--- config.mk ---
export PLATFORM = sky130hd
export DESIGN_NAME = init_reg_bank
export DESIGN_NICKNAME = d
export VERILOG_FILES = /design/src/rtl/init_reg_bank.sv
export SDC_FILE = /design/constraint.sdc
export NUM_CORES = 1
export LEC_CHECK = 0
export ABC_AREA = 1
export CELL_PAD_IN_SITES_DETAIL_PLACEMENT = 0
export CELL_PAD_IN_SITES_GLOBAL_PLACEMENT = 1
export CORE_MARGIN = 2
export CORE_UTILIZATION = 47
export CTS_BUF_LIST = sky130_fd_sc_hd__clkbuf_8
export DETAILED_ROUTE_END_ITERATION = 16
export HOLD_SLACK_MARGIN = 0.1
export MAX_ROUTING_LAYER = met4
export PLACE_DENSITY = 0.87
export SLEW_MARGIN = 30
export SYNTH_ARGS = -nofsm -noshare
export SYNTH_HDL_FRONTEND = slang
export SYNTH_SLANG_ARGS = --single-unit
--- constraint.sdc ---
create_clock -name clk -period 2.35 [get_ports clk]
set_input_delay 0.47 -clock clk [delete_from_list [all_inputs] [get_ports clk]]
set_output_delay 0.47 -clock clk [all_outputs]
set_load 0.01 [all_outputs]
--- src/rtl/init_reg_bank.sv ---
// init_reg_bank: bank of DEPTH registers, WIDTH bits each, all loaded with
// INIT_VAL on asynchronous reset and again by a sequential re-initialisation
// sweep (one entry per cycle, DEPTH cycles in total).
//
// Ports:
//   clk          clock
//   reset        asynchronous, active-high reset
//   wr_valid     write request
//   wr_ready     write port can accept (high only in IDLE)
//   wr_addr      write address
//   wr_data      write data
//   rd_addr      read address
//   rd_data      registered read data (1-cycle latency, INIT_VAL if out of range)
//   reinit_req   start sweep (level, sampled in IDLE)
//   reinit_busy  sweep in progress
//   zero_reject  1-cycle pulse: accepted zero write dropped (ALLOW_ZERO = 0)
//   addr_err     1-cycle pulse: accepted write to wr_addr >= DEPTH dropped
module init_reg_bank #(
    parameter int unsigned      WIDTH      = 4,
    parameter int unsigned      DEPTH      = 8,
    parameter int unsigned      AW         = $clog2(DEPTH),
    parameter logic [WIDTH-1:0] INIT_VAL   = 4'b1101,
    parameter bit               ALLOW_ZERO = 1'b0
) (
    input  logic             clk,
    input  logic             reset,
    input  logic             wr_valid,
    output logic             wr_ready,
    input  logic [AW-1:0]    wr_addr,
    input  logic [WIDTH-1:0] wr_data,
    input  logic [AW-1:0]    rd_addr,
    output logic [WIDTH-1:0] rd_data,
    input  logic             reinit_req,
    output logic             reinit_busy,
    output logic             zero_reject,
    output logic             addr_err
);

    if (!ALLOW_ZERO && (INIT_VAL == '0)) begin : g_bad_init
        $error("init_reg_bank: INIT_VAL must be non-zero when ALLOW_ZERO is 0");
    end
    if (DEPTH < 2) begin : g_bad_depth
        $error("init_reg_bank: DEPTH must be at least 2");
    end

    localparam logic [AW:0]   DEPTH_W = (AW+1)'(DEPTH);
    localparam logic [AW-1:0] LAST    = AW'(DEPTH - 1);

    typedef enum logic {
        IDLE,
        REINIT
    } state_t;

    state_t            state;
    state_t            state_next;
    logic [WIDTH-1:0]  mem [DEPTH];
    logic [AW-1:0]     ptr;

    logic wr_accept;
    logic wr_in_range;
    logic wr_is_zero;
    logic rd_in_range;

    assign wr_ready    = (state == IDLE);
    assign reinit_busy = (state == REINIT);

    assign wr_accept   = wr_valid && wr_ready;
    assign wr_in_range = ({1'b0, wr_addr} < DEPTH_W);
    assign wr_is_zero  = !ALLOW_ZERO && (wr_data == '0);
    assign rd_in_range = ({1'b0, rd_addr} < DEPTH_W);

    always_ff @(posedge clk or posedge reset) begin
        if (reset) begin
            state <= IDLE;
        end else begin
            state <= state_next;
        end
    end

    always_comb begin
        state_next = state;
        unique case (state)
            IDLE:    if (reinit_req) state_next = REINIT;
            REINIT:  if (ptr == LAST) state_next = IDLE;
            default: state_next = IDLE;
        endcase
    end

    // A write accepted on the same edge as reinit_req lands first; the sweep
    // that starts next cycle overwrites it in due course.
    always_ff @(posedge clk or posedge reset) begin
        if (reset) begin
            for (int unsigned i = 0; i < DEPTH; i++) begin
                mem[i] <= INIT_VAL;
            end
            ptr         <= '0;
            rd_data     <= INIT_VAL;
            zero_reject <= 1'b0;
            addr_err    <= 1'b0;
        end else begin
            rd_data     <= rd_in_range ? mem[rd_addr] : INIT_VAL;
            zero_reject <= wr_accept && wr_is_zero;
            addr_err    <= wr_accept && !wr_in_range;
            if (wr_accept && wr_in_range && !wr_is_zero) begin
                mem[wr_addr] <= wr_data;
            end
            if (state == REINIT) begin
                mem[ptr] <= INIT_VAL;
                ptr      <= ptr + 1'b1;
            end else begin
                ptr <= '0;
            end
        end
    end

    a_ready_busy_excl: assert property (@(posedge clk) disable iff (reset)
        !(wr_ready && reinit_busy));
    a_zero_pulse: assert property (@(posedge clk) disable iff (reset)
        zero_reject |-> $past(wr_accept));
    a_addr_pulse: assert property (@(posedge clk) disable iff (reset)
        addr_err |-> $past(wr_accept));

    if (!ALLOW_ZERO) begin : g_nonzero
        a_rd_nonzero: assert property (@(posedge clk) disable iff (reset)
            rd_data != '0);
        for (genvar g = 0; g < DEPTH; g++) begin : g_entry
            a_entry_nonzero: assert property (@(posedge clk) disable iff (reset)
                mem[g] != '0);
        end
    end

endmodule

run_1/port_trees.png
The bar under the picture is 20 µm long.
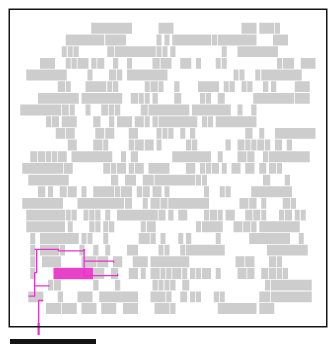
reinit_busy -> magenta  # direction output, end cells 1, buffers 1, wire 56.3 µm

run_1/layers.png
Only two layers are drawn.
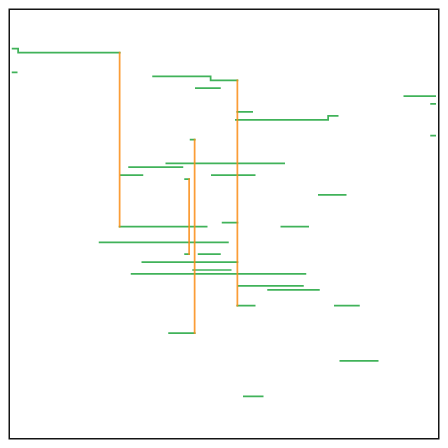
M4 -> orange  # wire length 115 µm
M3 -> green  # wire length 255 µm

run_1/ff_map.png
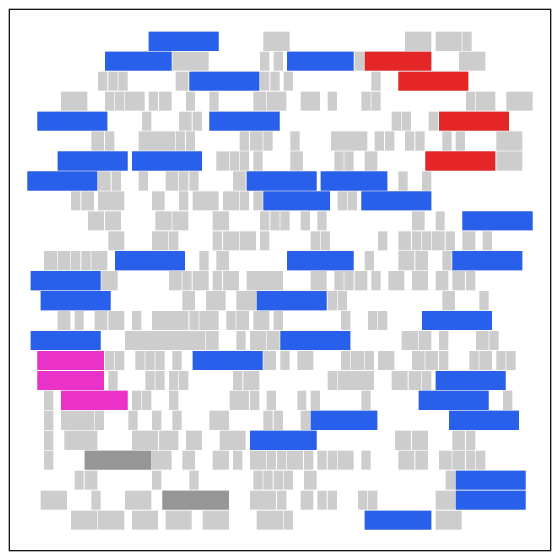
ptr -> magenta  # sequential cells 3
rd_data -> red  # sequential cells 4, where upper right
mem -> blue  # sequential cells 32, where all over the die
not coloured = 2
Register Area: 0.001060 mm²
sequential cell area share: 40.18%
post-route core utilization: 56.21%

-- run 1: power by group --
group          switching [W]  total, W  internal, W
clock network       0.000248  0.000591     0.000342
registers           0.000155   0.00123      0.00108
logic               0.000460  0.000758     0.000298
total               0.000863   0.00258      0.00172
-- run 1: cell usage after synthesis --
master    number
nand2_1       74
nor2_1        64
nand3_1       32
nand4_1       30
dfstp_2       27
inv_1         21
o21ai_0       16
dfrtp_1       14
buf_4          7
buf_2          6
nor2_2         3
buf_6          2
ha_1           2
nand3_2        2
clkbuf_2       1
conb_1         1
inv_2          1
nor3_1         1
o211ai_1       1
-- run 1: through the flow --
stage               setup WS, ns  total power, W
floorplan                 0.9787        0.001750
global placement          0.3782        0.001993
detailed placement        0.3736        0.002008
CTS                       0.4265        0.002604
global route              0.3970        0.002784
finish                    0.4512        0.002582
==> metrics.csv, run 1 <==
metric,value,unit
status,completed,
Syn. warnings,0,
aoi share,3.844,%
crit path capture type,output pin,
core footprint,0.004692,mm²
synthesized area per cell,7.470,µm²
via/cell ratio,5.366,
Die W,73.63,µm
met3 usage,5.213,%
vias,2050,
worst path buffer plus inverter count,2,
Top Layer Used,met4,
"reg-to-reg slack, setup",1.01,ns
Layout non-clock buf frac,10.72,%
hpwl dp,4128,µm
CTS tree,yes,
Worst path depth,2,
post-cts gate resize count,0,
Required @ worst endpoint,1.88,ns
drt drc,0,
"Inverters, non-clock",22,
IO Port Bufs,20,
final WL,5664,µm
yosys cell count,305,
H-tree lvl count,2,
# IOs,22,
DR WL/cell,14.83,µm
cts bufs inserted,5,
Hold Path Origin,mem[24],
Post-Syn Nets,321,
postcts setup bufs,0,
global-route wire length before repair,9818,µm
"Most flops, register",mem,
min cycle time layout,1.899,ns
crit path capture,wr_ready,
GP Congestion,0.8918,
fp_density,48.56,%
overall routing resource usage,24.88,%
number of hold buffers added after cts,0,
Clock buf/inv share,4.412,%
metal1 wirelength,2597,µm
Synth Register Bits,41,
met1 Use GR,32.95,%
row cnt,25,
highest cell delay on the worst timing path,0.54,ns
GRT met2 Usage,37.70,%
Final period util,80.80,%
Worst Hold Depth,2,
worst-path fanout max,7,
DR iter-0 viols,103,
Antenna diodes,0,
"top cells, area","dfstp_2, dfrtp_1, nand2_1, nor2_1, nand4_1",
Least-Margin Pin Slew,0.5280,ns
"Adder Share, Synth",1.098,%
CP Launch Type,register,
# nets final,343,
MaxCap Viol Count,0,
clk sink count,41,
fmax,526.7,MHz
simple share,39.92,%
top flop regs,"mem: 32 flops, rd_data: 4 flops, ptr: 3 flops",
clk_lat worst skew,0.30,ns
Tool Warnings,26,
hold endpoint,mem[24],
yosys stat area,0.002278,mm²
first-pass detailed-route iteration total,5,
Mux cell area share,0,%
slew margin rel.,64.80,%
area growth from synthesis to layout,15.76,%
layout cell share with drive strength beyond 1,15.85,%
cells on worst reg2reg path,6,
Setup TNS Final,0,ns
Flops,41,
Post-Syn Area,0.002278,mm²
Top logic family,simple AND/OR/NAND/NOR gates,
grt ovf,0,
clock root cell,clkbuf_8,
endpoints failing hold,0,
Lkg Pwr,1.276,nW
Final ANT Viol Nets,0,
Top cell excl fill/tap,nand2_1,
number of global-route vias before repair,2046,
Met2 Wirelength,2696,µm
die area,0.005421,mm²
fillcell total,466,
clkbuf count,6,
largest net degree at the start of global routing,42,
CTS clock-pin slew for the worst setup and hold paths,0.08,ns
==> run 2: changes to the inputs <==
--- a/config.mk
+++ b/config.mk
@@ -9,12 +9,12 @@
 export CELL_PAD_IN_SITES_DETAIL_PLACEMENT = 0
 export CELL_PAD_IN_SITES_GLOBAL_PLACEMENT = 1
 export CORE_MARGIN = 2
-export CORE_UTILIZATION = 47
+export CORE_UTILIZATION = 43
 export CTS_BUF_LIST = sky130_fd_sc_hd__clkbuf_8
 export DETAILED_ROUTE_END_ITERATION = 16
 export HOLD_SLACK_MARGIN = 0.1
 export MAX_ROUTING_LAYER = met4
-export PLACE_DENSITY = 0.87
+export PLACE_DENSITY = 0.8
 export SLEW_MARGIN = 30
 export SYNTH_ARGS = -nofsm -noshare
 export SYNTH_HDL_FRONTEND = slang
==> constraint.sdc (replaced) <==
create_clock -name clk -period 2 [get_ports clk]
set_input_delay 0.4 -clock clk [delete_from_list [all_inputs] [get_ports clk]]
set_output_delay 0.4 -clock clk [all_outputs]
set_load 0.01 [all_outputs]
run_2/m2.png
The bar under the picture is 20 µm long.
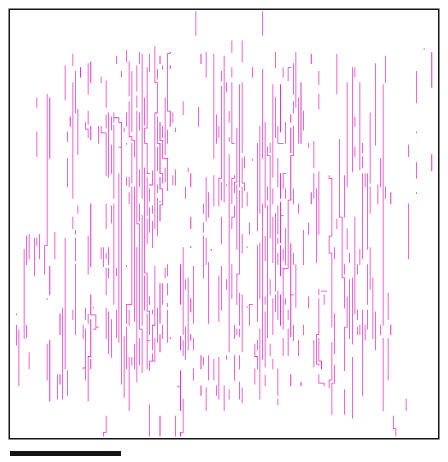
longest straight run = 46.9 µm
share of all routed wire = 46%

run_2/placed.png
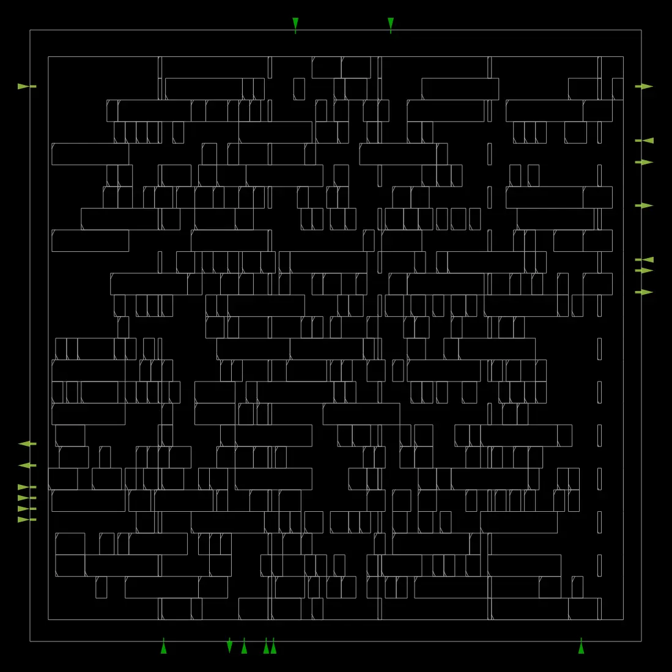
Flops: 41
post-route core utilization: 52.01%

run_2/port_trees.png
The bar under the picture is 20 µm long.
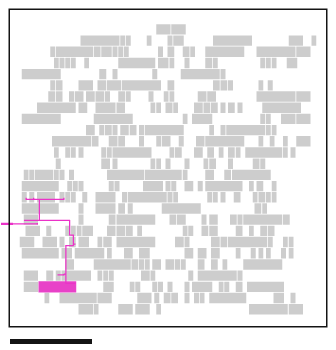
reinit_busy -> magenta  # direction output, end cells 1, buffers 1, wire 55.7 µm
# IOs: 22
IO Port Bufs: 20

==> metrics.csv, run 2 <==
metric,value,unit
status,completed,
CP Launch Type,register,
die area,0.005897,mm²
Crit-path slowest cell,clkdlybuf4s50_1,
RSZ-0062 raised after global routing,no,
Lkg Pwr,1.278,nW
post-cts gate resize count,0,
final WL,5783,µm
worst hold-check path type,reg -> reg,
worst-path fanout max,7,
fp_density,44.61,%
MaxCap Viol Count,0,
flip-flop count of the largest register after layout,32,
highest cell delay on the worst timing path,0.55,ns
Min Hold Slack,0.4841,ns
synth unique cells,19,
Tool Warnings,26,
clk_skew,0.006211,ns
largest net degree at the start of global routing,42,
Syn. warnings,0,
"Most flops, register",mem,
Top Layout Cells,"nand2_1, nor2_1, nand3_1",
Final ANT Viol Nets,0,
dpl cell area,0.002566,mm²
Commonest flop,dfstp_2,
final instance area,0.002656,mm²
comb pwr,0.000911,W
Top Layer Used,met4,
synthesized area per cell,7.470,µm²
Met2 Wirelength,2676,µm
Top pwr grp,sequential cells,
Commonest cells post-synth,"nand2_1, nor2_1, nand3_1",
Top delay family on crit path,buffers and inverters,
Post-synth seq share,46.51,%
drt drc,0,
endpoints failing hold,0,
clock root cell,clkbuf_8,
CTS tree,yes,
Top cell excl fill/tap,nand2_1,
DR WL met3,230,µm
Synth area leader,dfstp_2,
min cycle time layout,1.839,ns
grt ovf,0,
Least-Margin Pin Slew,0.5311,ns
power share of the combinational group,31.1,%
postcts setup bufs,0,
GRT met2 Usage,34.65,%
met1 Use GR,29.93,%
row cnt,26,
Net Sw Frac,35.19,%
Non-Filler Instances,398,
first-pass detailed-route iteration total,5,
initial antenna violation count,0,
number of global-route vias before repair,2065,
CP cell instances,"inv_1, clkdlybuf4s50_1",
Clk power,0.000553,W
overall routing resource usage,22.39,%
cts bufs inserted,5,
clock share of power,18.9,%
count of final setup violators,0,
fmax,543.7,MHz
clk sink count,41,
hpwl dp,4183,µm
# nets final,343,
yosys stat area,0.002278,mm²
DR WL/cell,14.53,µm
H-tree lvl count,2,
crit path from,reinit_busy,
Max clock buf depth,2,
Hold Path Origin,mem[8],
Antenna diodes,0,
asr flop ratio synth,100.0,%
crit path capture type,output pin,
total power,0.002932,W
CTS clock-pin slew for the worst setup and hold paths,0.07,ns
global-route wire length before repair,10070,µm
hold endpoint,mem[8],
"reg-to-reg slack, setup",0.62,ns
seq pwr,0.00147,W
Synth top area share,31.14,%
Place WS,0.2002,ns
clk_lat worst skew,0.30,ns
RR Endpoint,mem[29],
area growth from synthesis to layout,16.58,%
slew margin rel.,64.60,%
grt peak-use layer,met2,
"count leader, synth",nand2_1,
die height,76.79,µm
Post-Syn Nets,321,
vias,2053,
"top cells, area","dfstp_2, dfrtp_1, nand2_1, nor2_1, nand4_1",
top flop regs,"mem: 32 flops, rd_data: 4 flops, ptr: 3 flops",
yosys cell count,305,
Final period util,91.97,%
metal1 wirelength,2758,µm
Pwr Density,1104,mW/mm²
Post-synth EDFFs,0,
Syn Inst Count,305,
Synth Register Bits,41,
core footprint,0.005107,mm²
met3 usage,3.647,%
via/cell ratio,5.158,
WP data arrival,1.44,ns
Worst Hold Depth,2,
Crit Path Category,reg -> out,
cells on worst reg2reg path,5,
worst path buffer plus inverter count,2,
final max-slew violation count,0,
R2R Path Start,reinit_busy,
sw power,0.001032,W
DR iter-0 viols,140,
worst setup margin,0.1606,ns
number of hold buffers added after cts,0,
Die W,76.79,µm
Setup TNS Final,0,ns
Pint,0.001900,W
VDD IR max,793.2,µV
sequential power share,50.0,%
GP Congestion,0.8173,
layout cell share with drive strength beyond 1,15.55,%
dpl cells,390,
Post-Syn Area,0.002278,mm²
crit path capture,wr_ready,
Required @ worst endpoint,1.60,ns
Worst path depth,2,
-- run 2: cell types whose count changed in the layout (fill, tap and decap cells not counted) --
cell       delta
buf_12        +2
buf_4         -2
bufinv_16     -1
inv_1         +1
-- run 2: area by class of cell --
class | instances | area [µm²]
Clock inverter | 2 | 7.507
Tap cell | 70 | 87.58
Sequential cell | 41 | 1060
Fill cell | 529 | 2451
Inverter | 22 | 82.58
Timing Repair Buffer | 31 | 307.8
Multi-Input combinational cell | 226 | 1028
Clock buffer | 6 | 82.58
-- run 2: cell families after synthesis --
kind of cell / Yosys count / share of synthesized area, %
flip-flops: 41 / 46.51
other: 1 / 0.1646
AND-OR/OR-AND: 17 / 3.844
adder cells (fa/ha/maj): 2 / 1.098
AND/OR/NAND/NOR: 206 / 39.92
buffers and inverters: 38 / 8.457
==> run 3: changes to the inputs <==
--- a/config.mk
+++ b/config.mk
@@ -6,6 +6,7 @@
 export NUM_CORES = 1
 export LEC_CHECK = 0
 export ABC_AREA = 1
+export CAP_MARGIN = 10
 export CELL_PAD_IN_SITES_DETAIL_PLACEMENT = 0
 export CELL_PAD_IN_SITES_GLOBAL_PLACEMENT = 1
 export CORE_MARGIN = 2
==> constraint.sdc (replaced) <==
create_clock -name clk -period 2 [get_ports clk]
set_input_delay 0.4 -clock clk [delete_from_list [all_inputs] [get_ports clk]]
set_output_delay 0.4 -clock clk [all_outputs]
set_load 0.02 [all_outputs]
run_3/layers.png
Only two layers are drawn.
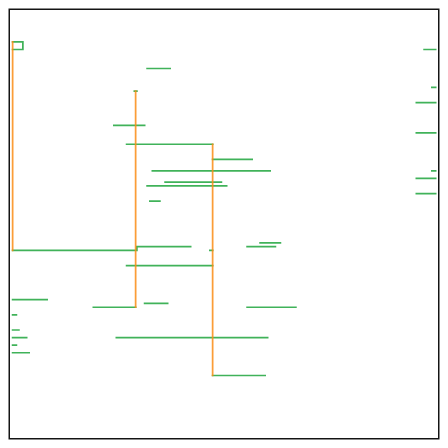
M4 -> orange  # wire length 118 µm
M3 -> green  # wire length 231 µm
DR WL/cell: 14.53 µm
vias: 2053
overall routing resource usage: 22.39%

run_3/m2.png
The bar under the picture is 20 µm long.
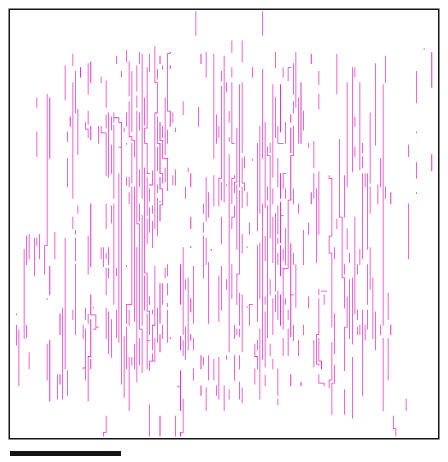
wire length on this layer = 2680 µm
nets with wire on the layer = 254
main direction = vertical
share of all routed wire = 46%
longest straight run = 46.9 µm

run_3/ff_map.png
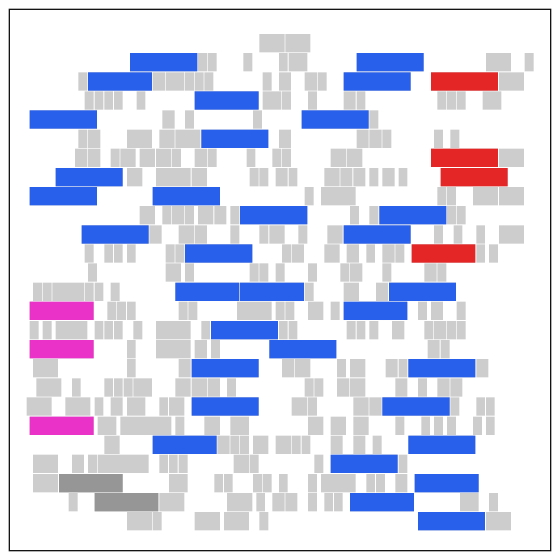
rd_data -> red  # sequential cells 4
ptr -> magenta  # sequential cells 3
mem -> blue  # sequential cells 32, where all over the die
not coloured = 2
sequential cell area share: 39.90%
seq pwr: 0.00147 W

==> metrics.csv, run 3 <==
metric,value,unit
status,completed,
Top pwr grp,sequential cells,
layout cell share with drive strength beyond 1,15.55,%
min cycle time layout,1.907,ns
sequential power share,49.6,%
metal1 wirelength,2758,µm
crit path capture type,output pin,
global-route wire length before repair,10070,µm
Synth area leader,dfstp_2,
"top cells, area","dfstp_2, dfrtp_1, nand2_1, nor2_1, nand4_1",
clk_lat worst skew,0.30,ns
largest net degree at the start of global routing,42,
post-route core utilization,52.01,%
slew margin rel.,64.60,%
Post-Syn Nets,321,
top flop regs,"mem: 32 flops, rd_data: 4 flops, ptr: 3 flops",
endpoints failing hold,0,
dpl cell area,0.002566,mm²
yosys stat area,0.002278,mm²
synth unique cells,19,
hpwl dp,4183,µm
via/cell ratio,5.158,
Post-synth seq share,46.51,%
R2R Path Start,reinit_busy,
die height,76.79,µm
Top Layout Cells,"nand2_1, nor2_1, nand3_1",
Max clock buf depth,2,
H-tree lvl count,2,
drt drc,0,
Net Sw Frac,35.77,%
DR iter-0 viols,140,
Clk power,0.000553,W
"Adder Share, Synth",1.098,%
flip-flop count of the largest register after layout,32,
grt ovf,0,
Top Layer Used,met4,
simple share,39.92,%
Top delay family on crit path,buffers and inverters,
final max-slew violation count,0,
CP cell instances,"inv_1, clkdlybuf4s50_1",
Required @ worst endpoint,1.60,ns
final instance area,0.002656,mm²
worst setup margin,0.09269,ns
worst path buffer plus inverter count,2,
die area,0.005897,mm²
DR WL met3,230,µm
IO Port Bufs,20,
CTS tree,yes,
clock share of power,18.7,%
Min Hold Slack,0.4841,ns
GP Congestion,0.8173,
Commonest flop,dfstp_2,
"XOR Share, Synth",0,%
Setup TNS Final,0,ns
CP Launch Type,register,
Hold Path Origin,mem[8],
yosys cell count,305,
first-pass detailed-route iteration total,5,
Die W,76.79,µm
Least-Margin Pin Slew,0.5311,ns
final WL,5783,µm
crit path from,reinit_busy,
"Most flops, register",mem,
number of global-route vias before repair,2065,
dpl cells,390,
MaxCap Viol Count,0,
postcts setup bufs,0,
highest cell delay on the worst timing path,0.62,ns
fp_density,44.61,%
asr flop ratio synth,100.0,%
Place WS,0.2002,ns
Synth Register Bits,41,
power share of the combinational group,31.7,%
Top cell excl fill/tap,nand2_1,
area growth from synthesis to layout,16.58,%
cts bufs inserted,5,
Crit-path slowest cell,clkdlybuf4s50_1,
worst-path fanout max,7,
Syn. warnings,0,
RSZ-0062 raised after global routing,no,
number of hold buffers added after cts,0,
Top logic family,simple AND/OR/NAND/NOR gates,
Final period util,95.37,%
clk_skew,0.006211,ns
synthesized area per cell,7.470,µm²
Pint,0.001900,W
WP data arrival,1.51,ns
Non-Filler Instances,398,
core footprint,0.005107,mm²
Commonest cells post-synth,"nand2_1, nor2_1, nand3_1",
row cnt,26,
# IOs,22,
Synth top area share,31.14,%
# nets final,343,
post-cts gate resize count,0,
Met2 Wirelength,2676,µm
Post-Syn Area,0.002278,mm²
sw power,0.001058,W
Lkg Pwr,1.278,nW
Tool Warnings,26,
fmax,524.3,MHz
total power,0.002958,W
CTS clock-pin slew for the worst setup and hold paths,0.07,ns
clk sink count,41,
comb pwr,0.000938,W
clock root cell,clkbuf_8,
Mux cell area share,0,%
Post-synth EDFFs,0,
worst hold-check path type,reg -> reg,
aoi share,3.844,%
Final ANT Viol Nets,0,
Pwr Density,1114,mW/mm²
initial antenna violation count,0,
Syn Inst Count,305,
VDD IR max,793.3,µV
Antenna diodes,0,
"count leader, synth",nand2_1,
count of final setup violators,0,
Crit Path Category,reg -> out,
-- run 3: cell counts after synthesis --
No cell type changed its count.
-- run 3: cell type report --
class	count	area (µm²)
multi-input cells	226	1028
well taps	70	87.58
repair buffers	31	307.8
inverters	22	82.58
fillers	529	2451
clock inverters	2	7.507
flip-flops and latches	41	1060
clock buffers	6	82.58
-- run 3: worst paths after layout --
path                             to  slack, ns  depth (start not counted)
min in group asynchronous   mem[25]       0.53                          3
setup reg to reg            mem[29]       0.62                          5
hold reg to reg              mem[8]       0.48                          2
max in group asynchronous   mem[11]       1.08                          3
setup / recovery           wr_ready       0.09                          2
hold / removal               mem[8]       0.48                          2
-- run 3: routing by layer --
layer  up-vias  global-route usage [%]
li1       1042                       -
met1       957                   29.93
met2        45                   34.65
met3         9                   3.647
met4         0                   7.818
met5         -                       -
Power is estimated from default activity; no workload was simulated.
